## src/rtl/imem_loader_pkg.sv

```systemverilog
// Shared types and constants for the boot-time instruction memory loader.
package imem_loader_pkg;

    typedef enum logic [2:0] {
        IDLE,
        LEN0,
        LEN1,
        DATA,
        WRITE,
        CHK,
        DONE,
        ERR
    } state_t;

    localparam int LEN_W          = 16;
    localparam int BYTES_PER_WORD = 4;

endpackage

```

## src/rtl/imem_loader_byte_packer.sv

```systemverilog
// Little-endian byte packer: shifts stream bytes into a word, first byte ends up in bits [7:0].
module byte_packer
    import imem_loader_pkg::*;
(
    input  logic                          clk,
    input  logic                          rst_n,
    input  logic                          clear,
    input  logic                          load,
    input  logic [7:0]                    byte_in,
    output logic [8*BYTES_PER_WORD-1:0]   word,
    output logic                          word_full
);

    logic [1:0] count_q;

    always_ff @(posedge clk or negedge rst_n) begin
        if (!rst_n) begin
            word    <= '0;
            count_q <= '0;
        end else if (clear) begin
            word    <= '0;
            count_q <= '0;
        end else if (load) begin
            word    <= {byte_in, word[8*BYTES_PER_WORD-1:8]};
            count_q <= count_q + 2'd1;
        end
    end

    // Asserted on the load that completes the word, so the FSM can leave DATA without an idle cycle.
    assign word_full = load && (count_q == 2'(BYTES_PER_WORD - 1));

endmodule

```

## src/rtl/imem_loader.sv

```systemverilog
// Boot-time instruction memory writer: length-prefixed byte stream -> 32-bit word writes.
// Optional trailing XOR check byte enabled by defining IMEM_LOADER_CHECKSUM_EN.
module imem_loader
    import imem_loader_pkg::*;
#(
    parameter int INS_ADDRESS = 9,
    parameter int INS_W       = 32
) (
    input  logic                   clk,
    input  logic                   rst_n,
    input  logic                   start,
    input  logic                   in_valid,
    input  logic [7:0]             in_data,
    output logic                   in_ready,
    output logic                   we,
    output logic [INS_ADDRESS-1:0] wa,
    output logic [INS_W-1:0]       wd,
    output logic                   busy,
    output logic                   done,
    output logic                   err
);

    localparam int IDX_W = INS_ADDRESS - 2;
    localparam int DEPTH = 2 ** IDX_W;

    state_t           state, state_nxt;
    logic [LEN_W-1:0] len_q;
    logic [IDX_W-1:0] idx_q;
    logic [LEN_W-1:0] len_full;
    logic             accept;
    logic             last_word;
    logic             packer_clear;
    logic             packer_load;
    logic             word_full;
    logic [INS_W-1:0] packed_word;
`ifdef IMEM_LOADER_CHECKSUM_EN
    logic [7:0]       chk_q;
`endif

    assign accept    = in_valid && in_ready;
    assign len_full  = {in_data, len_q[7:0]};
    assign last_word = ({{(LEN_W-IDX_W){1'b0}}, idx_q} == (len_q - LEN_W'(1)));

    byte_packer u_packer (
        .clk       (clk),
        .rst_n     (rst_n),
        .clear     (packer_clear),
        .load      (packer_load),
        .byte_in   (in_data),
        .word      (packed_word),
        .word_full (word_full)
    );

    always_ff @(posedge clk or negedge rst_n) begin
        if (!rst_n) begin
            state <= IDLE;
            len_q <= '0;
            idx_q <= '0;
        end else begin
            state <= state_nxt;
            case (state)
                LEN0:    if (accept) len_q[7:0] <= in_data;
                LEN1: begin
                    if (accept) begin
                        len_q[15:8] <= in_data;
                        idx_q       <= '0;
                    end
                end
                // The final write leaves the index in place so it never wraps at full depth.
                WRITE:   if (!last_word) idx_q <= idx_q + 1'b1;
                default: ;
            endcase
        end
    end

`ifdef IMEM_LOADER_CHECKSUM_EN
    always_ff @(posedge clk or negedge rst_n) begin
        if (!rst_n) begin
            chk_q <= '0;
        end else if (packer_clear && state != LEN1) begin
            chk_q <= '0;
        end else if (packer_load) begin
            chk_q <= chk_q ^ in_data;
        end
    end
`endif

    always_comb begin
        state_nxt    = state;
        packer_clear = 1'b0;
        packer_load  = 1'b0;
        case (state)
            IDLE, DONE, ERR: begin
                if (start) begin
                    state_nxt    = LEN0;
                    packer_clear = 1'b1;
                end
            end
            LEN0: if (accept) state_nxt = LEN1;
            LEN1: begin
                if (accept) begin
                    if (len_full == '0) begin
                        state_nxt = DONE;
                    end else if (len_full > LEN_W'(DEPTH)) begin
                        state_nxt = ERR;
                    end else begin
                        state_nxt    = DATA;
                        packer_clear = 1'b1;
                    end
                end
            end
            DATA: begin
                if (accept) begin
                    packer_load = 1'b1;
                    if (word_full) state_nxt = WRITE;
                end
            end
            WRITE: begin
`ifdef IMEM_LOADER_CHECKSUM_EN
                state_nxt = last_word ? CHK : DATA;
`else
                state_nxt = last_word ? DONE : DATA;
`endif
            end
`ifdef IMEM_LOADER_CHECKSUM_EN
            CHK: begin
                if (accept) state_nxt = (in_data == chk_q) ? DONE : ERR;
            end
`endif
            default: state_nxt = IDLE;
        endcase
    end

    assign in_ready = (state == LEN0) || (state == LEN1) || (state == DATA) || (state == CHK);
    assign busy     = in_ready || (state == WRITE);
    assign we       = (state == WRITE);
    assign done     = (state == DONE);
    assign err      = (state == ERR);
    assign wa       = {idx_q, 2'b00};
    assign wd       = packed_word;

endmodule

```

## config.mk

```make
export PLATFORM = sky130hd
export DESIGN_NAME = imem_loader
export DESIGN_NICKNAME = d
export VERILOG_FILES = /design/src/rtl/imem_loader_pkg.sv /design/src/rtl/imem_loader_byte_packer.sv /design/src/rtl/imem_loader.sv
export SDC_FILE = /design/constraint.sdc
export NUM_CORES = 1
export LEC_CHECK = 0
export CORE_ASPECT_RATIO = 0.7
export CORE_MARGIN = 8
export CORE_UTILIZATION = 25
export CTS_CLUSTER_DIAMETER = 50
export CTS_CLUSTER_SIZE = 30
export DETAILED_ROUTE_END_ITERATION = 6
export GPL_TIMING_DRIVEN = 0
export HOLD_SLACK_MARGIN = 0.1
export PLACE_DENSITY = 0.46
export SLEW_MARGIN = 40
export SYNTH_ARGS = -nofsm -noshare
export SYNTH_HDL_FRONTEND = slang
export SYNTH_SLANG_ARGS = --single-unit
```

## constraint.sdc

```tcl
create_clock -name clk -period 4.2 [get_ports clk]
set_input_delay 1.05 -clock clk [delete_from_list [all_inputs] [get_ports clk]]
set_output_delay 1.05 -clock clk [all_outputs]
set_load 0.01 [all_outputs]
```

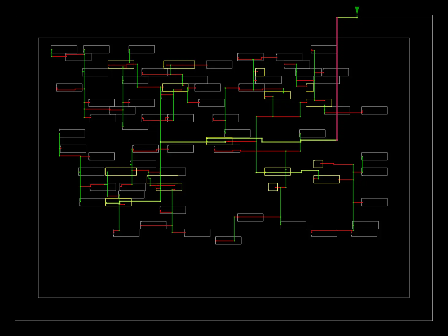
(images/final_clocks.png)
Setup Skew: 0.00565 ns
CTS Sinks: 60

==> results.yml <==
# physical design summary
setup_path:
  critPathMaxStageDelay_ns: 0.62
  path_max_fanout: 10
  crit_chain: "clkdlybuf4s50_1 > nor4_1 > nand4_1 > o21ai_0 > a32o_1 > clkbuf_1 > clkbuf_1 > a21oi_1"
  crit_family: "buffers and inverters"
  reg2reg_from: "len_q[0]$_DFFE_PN0P_"
  criticalPathCategory: "input port to flop"
  cp_num_cells: 8
sta:
  rsz0062_at_grt: "false"
  fmax_mhz: 296
  hold_ws_ns: 0.474
  max_slew.worst_pin.slew_ns: 0.775
clock_tree:
  tritoncts: "built"
  numCtsBuffers: 9
  clock-root-buffer: "clkbuf_16"
  cts_resized: 0
floorplanning:
  fp-utilization_pct: 25.2
  die_y_um: 109
  io_pins: 58
logic_synthesis:
  yosysTopAreaCellShare_pct: 48.8
  syn_inst: 349
  edf_count: 0
  top_cells_by_area: "dfrtp_1 49%, nand2_1 13%, a21oi_1 6.0%"
  avgSynthCellArea_um2: 8.81
  async_flop_share_pct: 100
  synthFlopType: "dfrtp_1"
grt:
  grt_max_degree: 36
  track_usage_pct: 11.7
pwr:
  power.leakage_uw: 0.00174
  pwr-share-comb_pct: 40.1
  swShare_pct: 37.4
  internal_power_uw: 1920
cells_and_area:
  layout_top_cell: "nand2_1"
  num-nets-final: 432
  most-common-layout-cells: "108 x nand2_1, 60 x dfrtp_1, 54 x clkdlybuf4s50_1, 37 x a21oi_1, 13 x nor2_1"
  n_fill_cell: 1241
  syn_to_final_growth_pct: 36.7
place:
  pre_cts_slack_ns: 0.514
worst_hold_path:
  min_from: "len_q[13]$_DFFE_PN0P_"
route:
  wl_mm: 8.96
run_status:
  outcome: "finished, final reports clean"
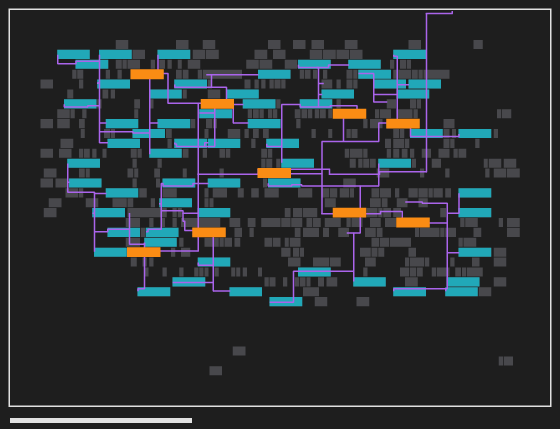
(images/clock_map.png)
Scale bar: 50 um.
legend:
  clock wires:
    colour: purple
    length: 958 um
  cells driving clock nets:
    colour: orange
    count: 9
  flip-flops:
    colour: cyan
    count: 60
routed clock nets: 10
P_clk: 863 uW
Latency at later pin: 0.33 ns

## registers in the layout, summed over array words and instances, names as in the netlist
name / count
len_q: 16
u_packer.count_q: 2
state: 3
idx_q: 7
u_packer.word: 32
## cell type report
| type | instances | area share [%] |
|---|---|---|
| clock buffer | 9 | 5.36 |
| sequential | 60 | 35.7 |
| timing repair buffer | 56 | 13.5 |
| clock inverter | 7 | 2.95 |
| multi-input combinational | 259 | 34.3 |
| inverter | 9 | 0.804 |
| buffer | 22 | 2.50 |
| tap | 162 | 4.82 |
## routing by layer
layer | GRT usage (%) | vias to the layer above | wire (um)
met1 | 17.6 | 1303 | 4790
met5 | 0 | - | 0
met3 | 4.06 | 2 | 542
li1 | - | 1335 | -
met4 | 3.48 | 0 | 43
met2 | 15.0 | 55 | 3580
## power by group through the flow
stage | clock network, uW | logic [uW] | registers, uW
6_report | 863 | 1230 | 976
5_1_grt | 908 | 1380 | 1010
4_1_cts | 884 | 1250 | 980
3_5_place_dp | 0 | 1240 | 987
3_3_place_gp | 0 | 1230 | 986
2_1_floorplan | 0 | 724 | 982
## how the worst max path moves through the flow
stage / from / endpoint
after global routing: in_data[5] / u_packer.word[4]$_DFFE_PN0P_
after CTS: in_data[5] / u_packer.word[30]$_DFFE_PN0P_
after global placement: rst_n / len_q[6]$_DFFE_PN0P_
final: in_data[4] / u_packer.word[4]$_DFFE_PN0P_
after detailed placement: in_data[4] / u_packer.word[4]$_DFFE_PN0P_
after floorplan: in_data[4] / u_packer.count_q[1]$_DFFE_PN0P_
## worst register-to-register path, delay by kind of cell (launching register included)
family          cells  cell delay, ns
compound gates      3            0.44
xor+xnor            1            0.13
fa+ha+maj           1            0.13
buf+inv             4            1.04
flops               1            0.44
simple gates        3            0.64
## Yosys cell counts, types with 2 or more instances
library cell and n:
a21boi_0 2, a21oi_1 37, a21oi_2 2, a31oi_1 4
a32o_1 2, and2_1 2, buf_2 5, buf_4 2
clkbuf_1 12, dfrtp_1 60, ha_1 3, inv_1 8
mux2_2 7, mux2i_1 4, nand2_1 108, nand3_1 6
nand3b_1 3, nand4_1 4, nor2_1 13, nor3_1 7
nor4_1 5, nor4_2 3, o211ai_1 3, o21ai_0 10
or4_1 2, xnor2_1 7, xor2_1 3
## metrics by stage
stage | instance area, um^2 | util, % | std cells | setup TNS [ns] | total power [uW]
after detailed placement | 3850 | 31.6 | 568 | 0 | 2230
after global placement | 3830 | 31.4 | 567 | -4.09 | 2210
final | 4200 | 34.4 | 584 | 0 | 3070
after floorplan | 3080 | - | 350 | 0 | 1710
after global routing | 4200 | 34.4 | 584 | 0 | 3300
after CTS | 4200 | 34.4 | 584 | 0 | 3110
## cell families (layout without fill, tap and decap cells)
family | Yosys count | after routing | share of synthesized area, %
xor gates and xnor gates | 10 | 10 | 2.85
AOI/OAI and AO/OA | 68 | 68 | 13.2
and+or+nand+nor | 165 | 165 | 25.4
muxes | 11 | 11 | 3.87
adders and majority gates | 3 | 3 | 1.22
DFF | 60 | 60 | 48.8
buffers and inverters | 31 | 103 | 4.52
other | 1 | 2 | 0.122
Power is estimated from default activity; no workload was simulated.
